==> config.mk <==
export PLATFORM = sky130hd
export DESIGN_NAME = audio_event_sequencer
export DESIGN_NICKNAME = d
export VERILOG_FILES = /design/src/rtl/audio_event_sequencer.sv
export SDC_FILE = /design/constraint.sdc
export NUM_CORES = 1
export LEC_CHECK = 0
export CAP_MARGIN = 25
export CORE_UTILIZATION = 42
export DETAILED_ROUTE_END_ITERATION = 16
export GPL_TIMING_DRIVEN = 0
export HOLD_SLACK_MARGIN = 0.05
export PLACE_DENSITY = 0.78
export SLEW_MARGIN = 20
export SYNTH_ARGS = -nofsm -noshare
export SYNTH_HDL_FRONTEND = slang
export SYNTH_SLANG_ARGS = --single-unit
==> constraint.sdc <==
create_clock -name clk -period 2.4 [get_ports clk]
set_clock_uncertainty 0.15 [all_clocks]
set_input_delay 0.6 -clock clk [delete_from_list [all_inputs] [get_ports clk]]
set_output_delay 0.6 -clock clk [all_outputs]
set_load 0.05 [all_outputs]
==> src/rtl/audio_event_sequencer.sv <==
// Prioritised, preemptible sound-event player timed by a slow tick pulse.
// Optional feature: define AUDIO_PENDING_EN to remember dropped requests and replay them from idle.
module audio_event_sequencer #(
    parameter int NUM_EVENTS = 4,
    parameter int DUR_W      = 4,
    parameter int GAP_TICKS  = 1,
    parameter int IDLE_KEY   = 15
) (
    input  logic                            clk,
    input  logic                            resetN,
    input  logic                            tick,
    input  logic [NUM_EVENTS-1:0]           event_req,
    input  logic [NUM_EVENTS*DUR_W-1:0]     dur_table,
    output logic [3:0]                      sound_key,
    output logic                            playing,
    output logic                            request_time,
    output logic [DUR_W-1:0]                time_amount,
    output logic [$clog2(NUM_EVENTS)-1:0]   active_event
);

    localparam int IDX_W = $clog2(NUM_EVENTS);
    localparam int GAP_W = (GAP_TICKS < 2) ? 1 : $clog2(GAP_TICKS + 1);
    localparam logic [GAP_W-1:0] GAP_LOAD = GAP_W'(GAP_TICKS);

    typedef enum logic [1:0] {SIDLE, SPLAY, SGAP} state_t;

    state_t                 state, state_d;
    logic [DUR_W-1:0]       cnt, cnt_d;
    logic [GAP_W-1:0]       gap_cnt, gap_d;
    logic [IDX_W-1:0]       active_d;
    logic [NUM_EVENTS-1:0]  pending;
    logic [NUM_EVENTS-1:0]  arb_vec;
    logic                   any_req;
    logic                   start;
    logic [IDX_W-1:0]       win_idx;
    logic [DUR_W-1:0]       win_raw;
    logic [DUR_W-1:0]       win_dur;

    function automatic logic [IDX_W-1:0] top_index(input logic [NUM_EVENTS-1:0] v);
        logic [IDX_W-1:0] idx;
        idx = '0;
        for (int i = 0; i < NUM_EVENTS; i++) begin
            if (v[i]) idx = IDX_W'(i);
        end
        return idx;
    endfunction

    // Remembered requests only compete while idle; in SPLAY only live requests can preempt.
    assign arb_vec = (state == SIDLE) ? (pending | event_req) : event_req;
    assign any_req = |arb_vec;
    assign win_idx = top_index(arb_vec);
    assign win_raw = dur_table[int'(win_idx)*DUR_W +: DUR_W];
    assign win_dur = (win_raw == '0) ? DUR_W'(1) : win_raw;

    // NOTE: every always_comb target gets a default first, so no path leaves a latch behind.
    always_comb begin
        state_d  = state;
        cnt_d    = cnt;
        gap_d    = gap_cnt;
        active_d = active_event;
        start    = 1'b0;
        case (state)
            SIDLE: begin
                if (any_req) start = 1'b1;
            end
            SPLAY: begin
                if (any_req && (win_idx > active_event)) begin
                    start = 1'b1;
                end else if (tick) begin
                    cnt_d = cnt - DUR_W'(1);
                    if (cnt == DUR_W'(1)) begin
                        active_d = '0;
                        if (GAP_TICKS > 0) begin
                            state_d = SGAP;
                            gap_d   = GAP_LOAD;
                        end else begin
                            state_d = SIDLE;
                        end
                    end
                end
            end
            SGAP: begin
                if (tick) begin
                    gap_d = gap_cnt - GAP_W'(1);
                    if (gap_cnt == GAP_W'(1)) state_d = SIDLE;
                end
            end
            default: state_d = SIDLE;
        endcase
        // A start (fresh or preempting) overrides any expiry decided above.
        if (start) begin
            state_d  = SPLAY;
            cnt_d    = win_dur;
            active_d = win_idx;
        end
    end

    // NOTE: sequential state uses non-blocking assignments so all registers update together.
    always_ff @(posedge clk or negedge resetN) begin
        if (!resetN) begin
            state        <= SIDLE;
            cnt          <= '0;
            gap_cnt      <= '0;
            active_event <= '0;
            request_time <= 1'b0;
            time_amount  <= '0;
        end else begin
            state        <= state_d;
            cnt          <= cnt_d;
            gap_cnt      <= gap_d;
            active_event <= active_d;
            request_time <= start;
            time_amount  <= start ? win_dur : '0;
        end
    end

`ifdef AUDIO_PENDING_EN
    logic [NUM_EVENTS-1:0] pending_d;
    logic [NUM_EVENTS-1:0] start_mask;

    // Every request that does not start now is remembered; one bit per event, so repeats collapse.
    always_comb begin
        start_mask = '0;
        if (start) start_mask[win_idx] = 1'b1;
        pending_d = (pending | event_req) & ~start_mask;
    end

    always_ff @(posedge clk or negedge resetN) begin
        if (!resetN) pending <= '0;
        else         pending <= pending_d;
    end
`else
    assign pending = '0;
`endif

    assign playing   = (state == SPLAY);
    assign sound_key = playing ? (4'(active_event) + 4'd1) : 4'(IDLE_KEY);

endmodule

Figure 1. The clock network.
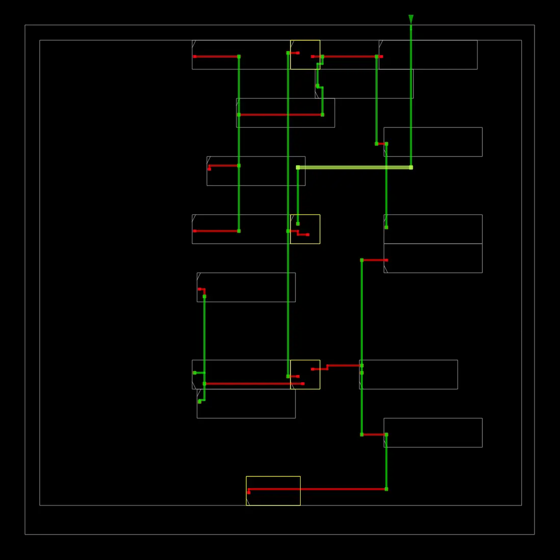
Power Clock: 170 uW
number of clock buffer instances in the layout: 4
count of sequential standard cells: 14

Figure 2. The metal 3 layer.
(10 px per um)
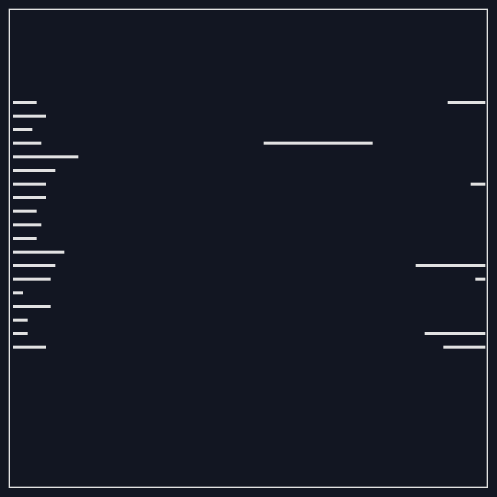
The wires run mostly horizontal. The longest straight run is 10.6 um. 26 nets have wire on it. The layer holds 4.6% of the routed length. The layer carries 85.8 um of wire.

Figure 3. Gate-type map.
(6 px per um)
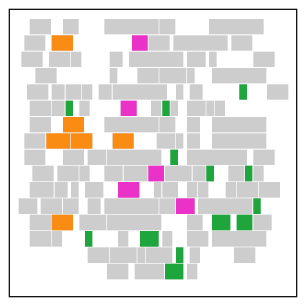
nand cells: in green, cells 13, most used nand2_1. mux cells: in orange, cells 6, most used mux2i_1, where west. non-inverting ao/oa cells: in magenta, cells 5, most used a21o_1.
share of the final layout cell area in multi-input gates: 39.0%
most common logic cell in the routed design: clkdlybuf4s50_1
count of placed standard cells in the final layout, fillers left out: 154

==> impl_metrics.tcl <==
# implementation run metrics
set metrics [dict create \
    status "finished, final reports clean" \
    ff_type "dfrtp_1" \
    detail_route.iter0.violations 8 \
    yosys-top-cells-count "dfrtp_1 (14), nand2_1 (9), inv_1 (7), a21oi_1 (6), nor2_1 (6)" \
    top_area_cell "dfrtp_1" \
    clk_pin_slew_worst_paths_ns 0.09 \
    grt_setup_unrepaired "no" \
    sequentialPower_uw 411 \
    finalSetupViolations 0 \
    post_route_cells_drive_above_1_share_pct 17.3 \
    dpl-instance-area_sq_um 1240 \
    drv_slew 0 \
    die_h_um 47.7 \
    sw_frac_of_total_pct 50.5 \
    core_util_floorplan_pct 44.6 \
    grt_pass1_wl_um 2790 \
    power.density_cell_area_nw_per_um2 1300 \
    wl_per_cell_um 12.2 \
    synth.top_cell.area_share_pct 40.0 \
    cts-htree-levels 1 \
    fa_ha_area_share_pct 7.14 \
    synth.net_count 119 \
    reg2regPathDepth 8 \
    grt_start_max_net_pins 15 \
    routed_length_on_met1_um 740 \
    yosys.area_share.aoi_pct 19.3 \
    max_cap_violations 0 \
    cts_buffers 3 \
    syn_to_final_growth_pct 45.4 \
    synthMostInstantiatedCell "dfrtp_1" \
    finalCoreUtilization_pct 64.9 \
    worst_ep_required_time_ns 1.65 \
    sequential_group_share_of_total_power_pct 24.8 \
    yosysCellCount 91 \
    synth.mux.area_fraction_pct 7.00 \
    synth.distinct_cells 32 \
    p_int_uw 819 \
    top_layer "met3" \
    drt_first_pass_iters 4 \
    reg2reg_to "gap_cnt" \
    combinationalPowerShare_pct 64.9 \
    postSynthSeqShare_pct 40.0 \
    setup.worst_path.class "flop to output port" \
    syn-instance-count 91 \
    cp-start-kind "flop" \
    clockBufferDepth 2 \
    synthXorXnorAreaFrac_pct 3.00 \
    p_sw_uw 835 \
    placementRows 16 \
    total_die_size_sq_um 2270 \
    setup_slack_after_layout_ns 0.0555 \
    finalCriticalPeriod_ns 2.34 \
    power_leakage_uw 0.000582 \
    cts_resized 11 \
    hpwlAfterDp_um 1520 \
    i_o_pin_count 35 \
    tritoncts_num_sinks 14 \
    place.gp.congestion 0.779 \
    comb_cell_power_uw 1070 \
    crit_fanout 6 \
    vias_per_cell 4.99 \
    cts_hold_bufs 0 \
    achievable-frequency_mhz 427 \
    finish.net_count 156 \
    post-route-period-util_pct 97.7 \
    grt.busiest_layer "met2" \
    finalPower_uw 1650 \
    met3WireLength_um 85 \
    antenna_violating_nets_post_route 0 \
    diodes 0 \
    placed_cells_incl_taps 150 \
    worst_setup_path_endpoint "playing" \
    cp-end-kind "output port" \
    drc 0 \
    wl_met2_um 1050 \
    met1_usage_pct 20.5 \
    worst_setup_path_startpoint "state[1]" \
    met3_usage_pct 2.26 \
    totalNegativeSetupSlack_ns 0 \
    warning_count 27 \
    vdd_drop_max_mv 0.699 \
    synth-simple-area-share_pct 17.9 \
    final_design_area_no_fill_sq_um 1270 \
    reg2reg_from "active_event[1]" \
    netlist_area_sq_um 876 \
    core-area_sq_um 1960 \
    synth_chip_area_sq_um 876 \
    lay_top_cells "clkdlybuf4s50_1 (26), dfrtp_1 (14), nand2_1 (9)" \
]
Figure 4. Wiring by layer.
(6 px per um)
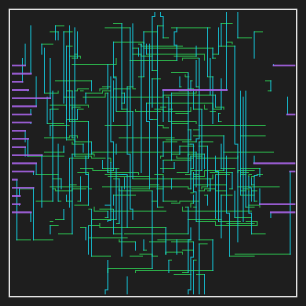
metal 3: in purple, wire length 85.8 um. metal 1: in green, wire length 741 um. metal 2: in cyan, wire length 1050 um.
overall routed net length: 1870 um
overall routing resource usage: 17.4%
total via count in the routed design: 769

Figure 5. Clock network drawn from the DEF.
(10 px per um)
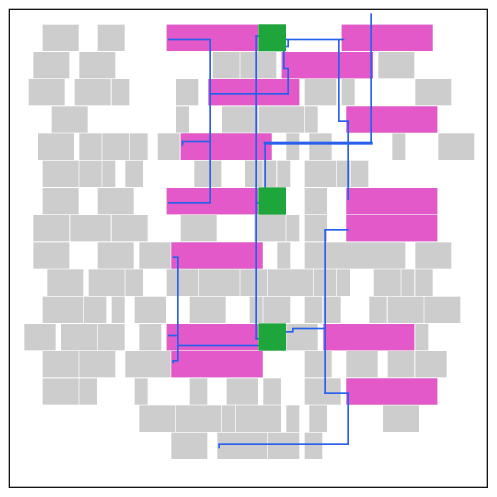
flip-flops: in magenta, count 14. clock wires: in blue, length 194 um. clock drivers: in green, count 3.
There are 4 routed clock nets.
clock latency reported for the late side of the worst-skew pair: 0.28 ns
clock network fraction of total power: 10.3%

==> flip-flops by register name, indices dropped and copies added (netlist names) <==
register	count
time_amount	4
request_time	1
active_event	2
gap_cnt	1
cnt	4
state	2
==> layout make-up <==
| class | count | area, sq um |
|---|---|---|
| inverter | 7 | 30.0 |
| buffer | 3 | 23.8 |
| multi-input combinational | 67 | 497 |
| timing repair buffer | 32 | 303 |
| tap | 27 | 33.8 |
| sequential | 14 | 350 |
| clock buffer | 4 | 36.3 |
| fill | 182 | 688 |
==> critical path, stage by stage, from the launching register on <==
cell	delay, ns
dfrtp_1	0.44
nand2b_2	0.25
clkinvlp_4	0.12
clkdlybuf4s15_1	0.50
Power is estimated from default activity; no workload was simulated.
